--- src/rtl/coeff_bus_master_pkg.sv ---
// Shared definitions for the FIR coefficient bus master: bus geometry, state encoding and
// the bank/tap address packing helper.
package coeff_bus_master_pkg;

    localparam int unsigned P_NUM_TAP = 10;
    localparam int unsigned P_NUM_MOD = 4;

    localparam int unsigned TAP_W    = 4;
    localparam int unsigned BANK_W   = 2;
    localparam int unsigned ADDR_W   = 6;
    localparam int unsigned BANK_LSB = 4;  // addr[5:4] = bank, addr[3:0] = tap

    typedef enum logic [2:0] {
        S_IDLE,
        S_UPD_ARM,
        S_UPD_WR,
        S_UPD_END,
        S_RD,
        S_RD_END
    } state_t;

    function automatic logic [ADDR_W-1:0] make_addr(input logic [BANK_W-1:0] bank,
                                                    input logic [TAP_W-1:0]  tap);
        return (ADDR_W'(bank) << BANK_LSB) | ADDR_W'(tap);
    endfunction

endpackage

--- src/rtl/coeff_bus_master_addr_gen.sv ---
// Tap/bank counter shared by write and read bursts; tap wraps to 0 and carries into bank.
module coeff_addr_gen
    import coeff_bus_master_pkg::*;
(
    input  logic              clk,
    input  logic              rst_n,
    input  logic              clr,
    input  logic              inc,
    output logic [TAP_W-1:0]  tap,
    output logic [BANK_W-1:0] bank,
    output logic              last_tap,
    output logic              last_bank
);

    assign last_tap  = (tap == TAP_W'(P_NUM_TAP - 1));
    assign last_bank = (bank == BANK_W'(P_NUM_MOD - 1));

    always_ff @(posedge clk or negedge rst_n) begin
        if (!rst_n) begin
            tap  <= '0;
            bank <= '0;
        end else if (clr) begin
            tap  <= '0;
            bank <= '0;
        end else if (inc) begin
            if (last_tap) begin
                tap  <= '0;
                bank <= bank + 1'b1;
            end else begin
                tap <= tap + 1'b1;
            end
        end
    end

endmodule

--- src/rtl/coeff_bus_master.sv ---
// Host-side FIR control bus initiator: loads coefficients into all banks via write bursts and
// issues one read burst per sample strobe, deferring strobes and starts that arrive while busy.
module coeff_bus_master
    import coeff_bus_master_pkg::*;
#(
    parameter int unsigned P_DW = 16
) (
    input  logic              iClk12M,
    input  logic              iRsn,
    input  logic              iEnSample600k,
    input  logic              iStart,
    input  logic              iCoeffValid,
    input  logic [P_DW-1:0]   iCoeffData,
    output logic              oCoeffReady,
    output logic              oCoeffUpdateFlag,
    output logic              oCsnRam,
    output logic              oWrnRam,
    output logic [ADDR_W-1:0] oAddrRam,
    output logic [P_DW-1:0]   oWtDtRam,
    output logic              oBusy,
    output logic              oUpdDone,
    output logic              oOverrun
);

    state_t            state;
    logic              pending;
    logic              start_pend;
    logic              go_upd;
    logic              go_rd;
    logic              beat;
    logic              clr;
    logic              inc;
    logic [TAP_W-1:0]  tap;
    logic [BANK_W-1:0] bank;
    logic              last_tap;
    logic              last_bank;

    coeff_addr_gen u_addr_gen (
        .clk       (iClk12M),
        .rst_n     (iRsn),
        .clr       (clr),
        .inc       (inc),
        .tap       (tap),
        .bank      (bank),
        .last_tap  (last_tap),
        .last_bank (last_bank)
    );

    // The counter leads the bus by one cycle: tap 0 is put on the bus while leaving S_IDLE.
    always_comb begin
        go_upd = iStart | start_pend;
        go_rd  = ~go_upd & (iEnSample600k | pending);
        beat   = iCoeffValid & oCoeffReady;
        clr    = 1'b0;
        inc    = 1'b0;
        case (state)
            S_IDLE:   if (go_rd) inc = 1'b1; else clr = 1'b1;
            S_UPD_WR: inc = beat;
            S_RD:     if (last_tap) clr = 1'b1; else inc = 1'b1;
            default:  clr = 1'b1;
        endcase
    end

    always_ff @(posedge iClk12M or negedge iRsn) begin
        if (!iRsn) begin
            state            <= S_IDLE;
            pending          <= 1'b0;
            start_pend       <= 1'b0;
            oCoeffReady      <= 1'b0;
            oCoeffUpdateFlag <= 1'b0;
            oCsnRam          <= 1'b1;
            oWrnRam          <= 1'b1;
            oAddrRam         <= '0;
            oWtDtRam         <= '0;
            oBusy            <= 1'b0;
            oUpdDone         <= 1'b0;
            oOverrun         <= 1'b0;
        end else begin
            oUpdDone <= 1'b0;
            case (state)
                S_IDLE: begin
                    oCsnRam <= 1'b1;
                    oWrnRam <= 1'b1;
                    if (go_upd) begin
                        state            <= S_UPD_ARM;
                        oCoeffUpdateFlag <= 1'b1;
                        oBusy            <= 1'b1;
                        start_pend       <= 1'b0;
                        if (iEnSample600k) begin
                            if (pending) oOverrun <= 1'b1;
                            pending <= 1'b1;
                        end
                    end else if (go_rd) begin
                        state    <= S_RD;
                        oBusy    <= 1'b1;
                        oCsnRam  <= 1'b0;
                        oAddrRam <= make_addr(2'b00, tap);
                        // A fresh strobe arriving while a pending one is serviced waits its turn.
                        pending  <= pending & iEnSample600k;
                    end
                end
                S_UPD_ARM: begin
                    state       <= S_UPD_WR;
                    oCoeffReady <= 1'b1;
                end
                S_UPD_WR: begin
                    if (beat) begin
                        oCsnRam  <= 1'b0;
                        oWrnRam  <= 1'b0;
                        oAddrRam <= make_addr(bank, tap);
                        oWtDtRam <= iCoeffData;
                        if (last_tap && last_bank) begin
                            oUpdDone    <= 1'b1;
                            oCoeffReady <= 1'b0;
                            state       <= S_UPD_END;
                        end
                    end else begin
                        oCsnRam <= 1'b1;
                    end
                end
                S_UPD_END: begin
                    oCsnRam          <= 1'b1;
                    oWrnRam          <= 1'b1;
                    oCoeffUpdateFlag <= 1'b0;
                    oBusy            <= 1'b0;
                    state            <= S_IDLE;
                end
                S_RD: begin
                    oAddrRam <= make_addr(2'b00, tap);
                    if (last_tap) state <= S_RD_END;
                end
                S_RD_END: begin
                    oCsnRam <= 1'b1;
                    oBusy   <= 1'b0;
                    state   <= S_IDLE;
                end
                default: state <= S_IDLE;
            endcase

            if (state != S_IDLE) begin
                if (iEnSample600k) begin
                    if (pending) oOverrun <= 1'b1;
                    else         pending  <= 1'b1;
                end
                if (iStart) start_pend <= 1'b1;
            end

            if (iStart) oOverrun <= 1'b0;
        end
    end

endmodule

--- config.mk ---
export PLATFORM = sky130hd
export DESIGN_NAME = coeff_bus_master
export DESIGN_NICKNAME = d
export VERILOG_FILES = /design/src/rtl/coeff_bus_master_pkg.sv /design/src/rtl/coeff_bus_master_addr_gen.sv /design/src/rtl/coeff_bus_master.sv
export SDC_FILE = /design/constraint.sdc
export NUM_CORES = 1
export LEC_CHECK = 0
export CAP_MARGIN = 20
export CORE_ASPECT_RATIO = 0.75
export CORE_UTILIZATION = 32
export DETAILED_ROUTE_END_ITERATION = 16
export GPL_ROUTABILITY_DRIVEN = 0
export GPL_TIMING_DRIVEN = 0
export PLACE_DENSITY = 0.6
export SLEW_MARGIN = 20
export SYNTH_ARGS = -nofsm -noshare
export SYNTH_HDL_FRONTEND = slang
export SYNTH_SLANG_ARGS = --single-unit
export TNS_END_PERCENT = 10
--- constraint.sdc ---
create_clock -name iClk12M -period 1.7 [get_ports iClk12M]
set_input_delay 0.34 -clock iClk12M [delete_from_list [all_inputs] [get_ports iClk12M]]
set_output_delay 0.34 -clock iClk12M [all_outputs]
set_load 0.02 [all_outputs]
Selected gate families:
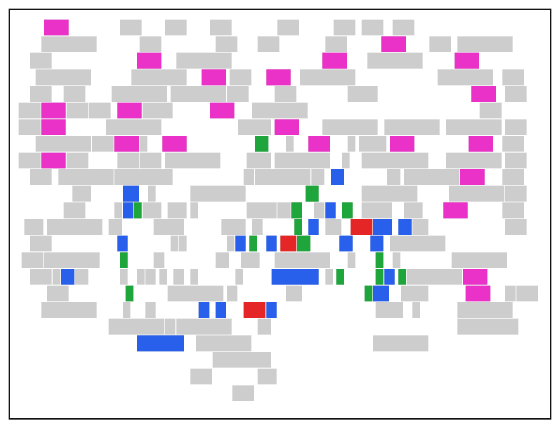
red -> AND-OR and OR-AND gates  # cells 3
green -> NAND gates  # cells 15, most used nand2_1
magenta -> multiplexers  # cells 23, most used mux2_2
blue -> inverting AOI/OAI gates  # cells 20, most used a21oi_1

Congestion heat map:
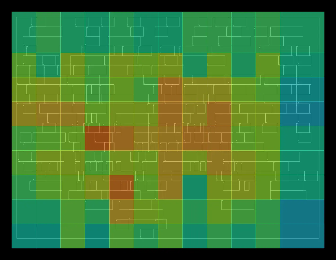
met3 GRT Util: 4.71%
GRT Total Usage: 13.4%

==> Changelog: implementation <==
### Changed

* Initial antenna violation count at 0
* Synth area leader: dfrtp_1
* Syn Inst Count at between 100 and 150
* Clk sink count at 40
* Yosys Instances at between 100 and 150
* Critical path depth in cells at 1
* Top post-synthesis cells by count: dfrtp_1, mux2_2, nor2_1, nand2_1, inv_1
* Top Layer Used: met4
* Main flop type: dfrtp_1
* CTS hold repair buffers at 0
* Crit-path max FO at 3
* Max reg flops at 16
* Reg power frac at between 30% and 40%
* Met2 Usage GRT at 18.7%
* Highest clock rate at 617 MHz
* Critical path cell sequence: clkdlybuf4s50_1
* Fp_density at ~33%
* Top cells, area: dfrtp_1, mux2_2, dfstp_2, nor2_1, nand2_1
* Routed wire length on met2 at 1560 um
* P_clk at 760 uW
* Worst EP required at 1.36 ns
* Status: finished clean
* CTS-repair resized insts at 3
* Worst r2r src: state[0]
* Logic pwr share at between 40% and 50%
* Non-Filler Instances at 283
* CTS clock-pin slew for the worst setup and hold paths at ~0.07 ns
* WL final at roughly 3700 um
* YS chip area at approximately 1800 um2
* Die H at 66.8 um
* HPWL Detailed at between 2000 and 3000 um
* DRT Pass-1 Iters at 4
* Int Pwr at between 2 and 3 mW
* Busiest grt layer: met1
* Synth Seq Share at 56.0%
* Vias post-DR at 1307
* Post-CTS Setup Inserts at 0
* Setup-failing EPs final at 0
* Yosys reg bits at ~40
* Drt initial violations at 53
* CTS tree: done
* CTS buffer count at 5
* WL/cell at 12.9 um
* Maximum VDD drop at around 0.0008 V
* Met3 wire length at 229 um
* Syn. warnings at 0
* Hold Fails Final Rpt at 0
* CP max stage cell: clkdlybuf4s50_1
* Worst clock skew at 0.00299 ns
* Share of cells above drive strength 1 at approximately 22%
* M1 WL at between 1500 and 2000 um
* Final Util at 47.0%
* Worst reg2reg setup slack at 0.08 ns
* Slew Limit Fails at 0
* Grt total ovfl at 0
==> area by class of cell <==
cell class	count	area, um2
clock buffers	6	72.6
repair buffers	51	517
flip-flops and latches	40	1000
multi-input cells	96	728
plain buffers	5	35.0
well taps	75	93.8
inverters	8	30.0
clock inverters	2	35.0
fillers	529	2840
==> worst register-to-register path, stage by stage, from the launching register on <==
cell     delay, ns
dfrtp_1       0.43
nor2_4        0.19
nand2_2       0.09
nor2_4        0.25
buf_8         0.19
mux2_2        0.35
==> worst max-delay path by stage <==
stage | start | end | slack (ns)
floorplan | state[0] | oWtDtRam[0] | 0.21
global placement | iRsn | oWtDtRam[5] | -0.77
detailed placement | iEnSample600k | oAddrRam[5] | -0.26
CTS | state[0] | oWtDtRam[0] | 0.01
global route | state[0] | oWtDtRam[13] | -0.001
finish | oCoeffUpdateFlag | oCoeffUpdateFlag | 0.08
==> kinds of logic (layout without fill, tap and decap cells) <==
kind of cell	Yosys count	after routing	share of synthesized area, %
flops	40	40	56.0
compound gates	23	23	9.78
xor+xnor	2	2	0.979
simple gates	44	44	12.7
mux	23	23	14.4
fa+ha+maj	4	4	2.66
buf+inv	13	72	3.42
==> layout by cell type (no fill, tap or decap), types with 3 or more instances in the layout <==
master,count
and3_1,3
o21ai_0,4
mux2_2,22
inv_1,8
a31oi_1,3
nor2_1,12
dlygate4sd2_1,3
dfrtp_1,38
nor3_1,4
buf_2,5
clkdlybuf4s50_1,45
ha_1,3
a21oi_1,6
clkbuf_8,5
nand2_1,10
==> through the flow <==
stage	area, um2	total power, mW	setup WS, ns
floorplan	1790	2.88	0.209
global placement	2370	3.70	-0.770
detailed placement	2400	3.74	-0.260
CTS	2500	4.51	0.00952
global route	2510	4.79	-0.00114
finish	2510	4.47	0.0784
Power and IR drop assume default switching activity.
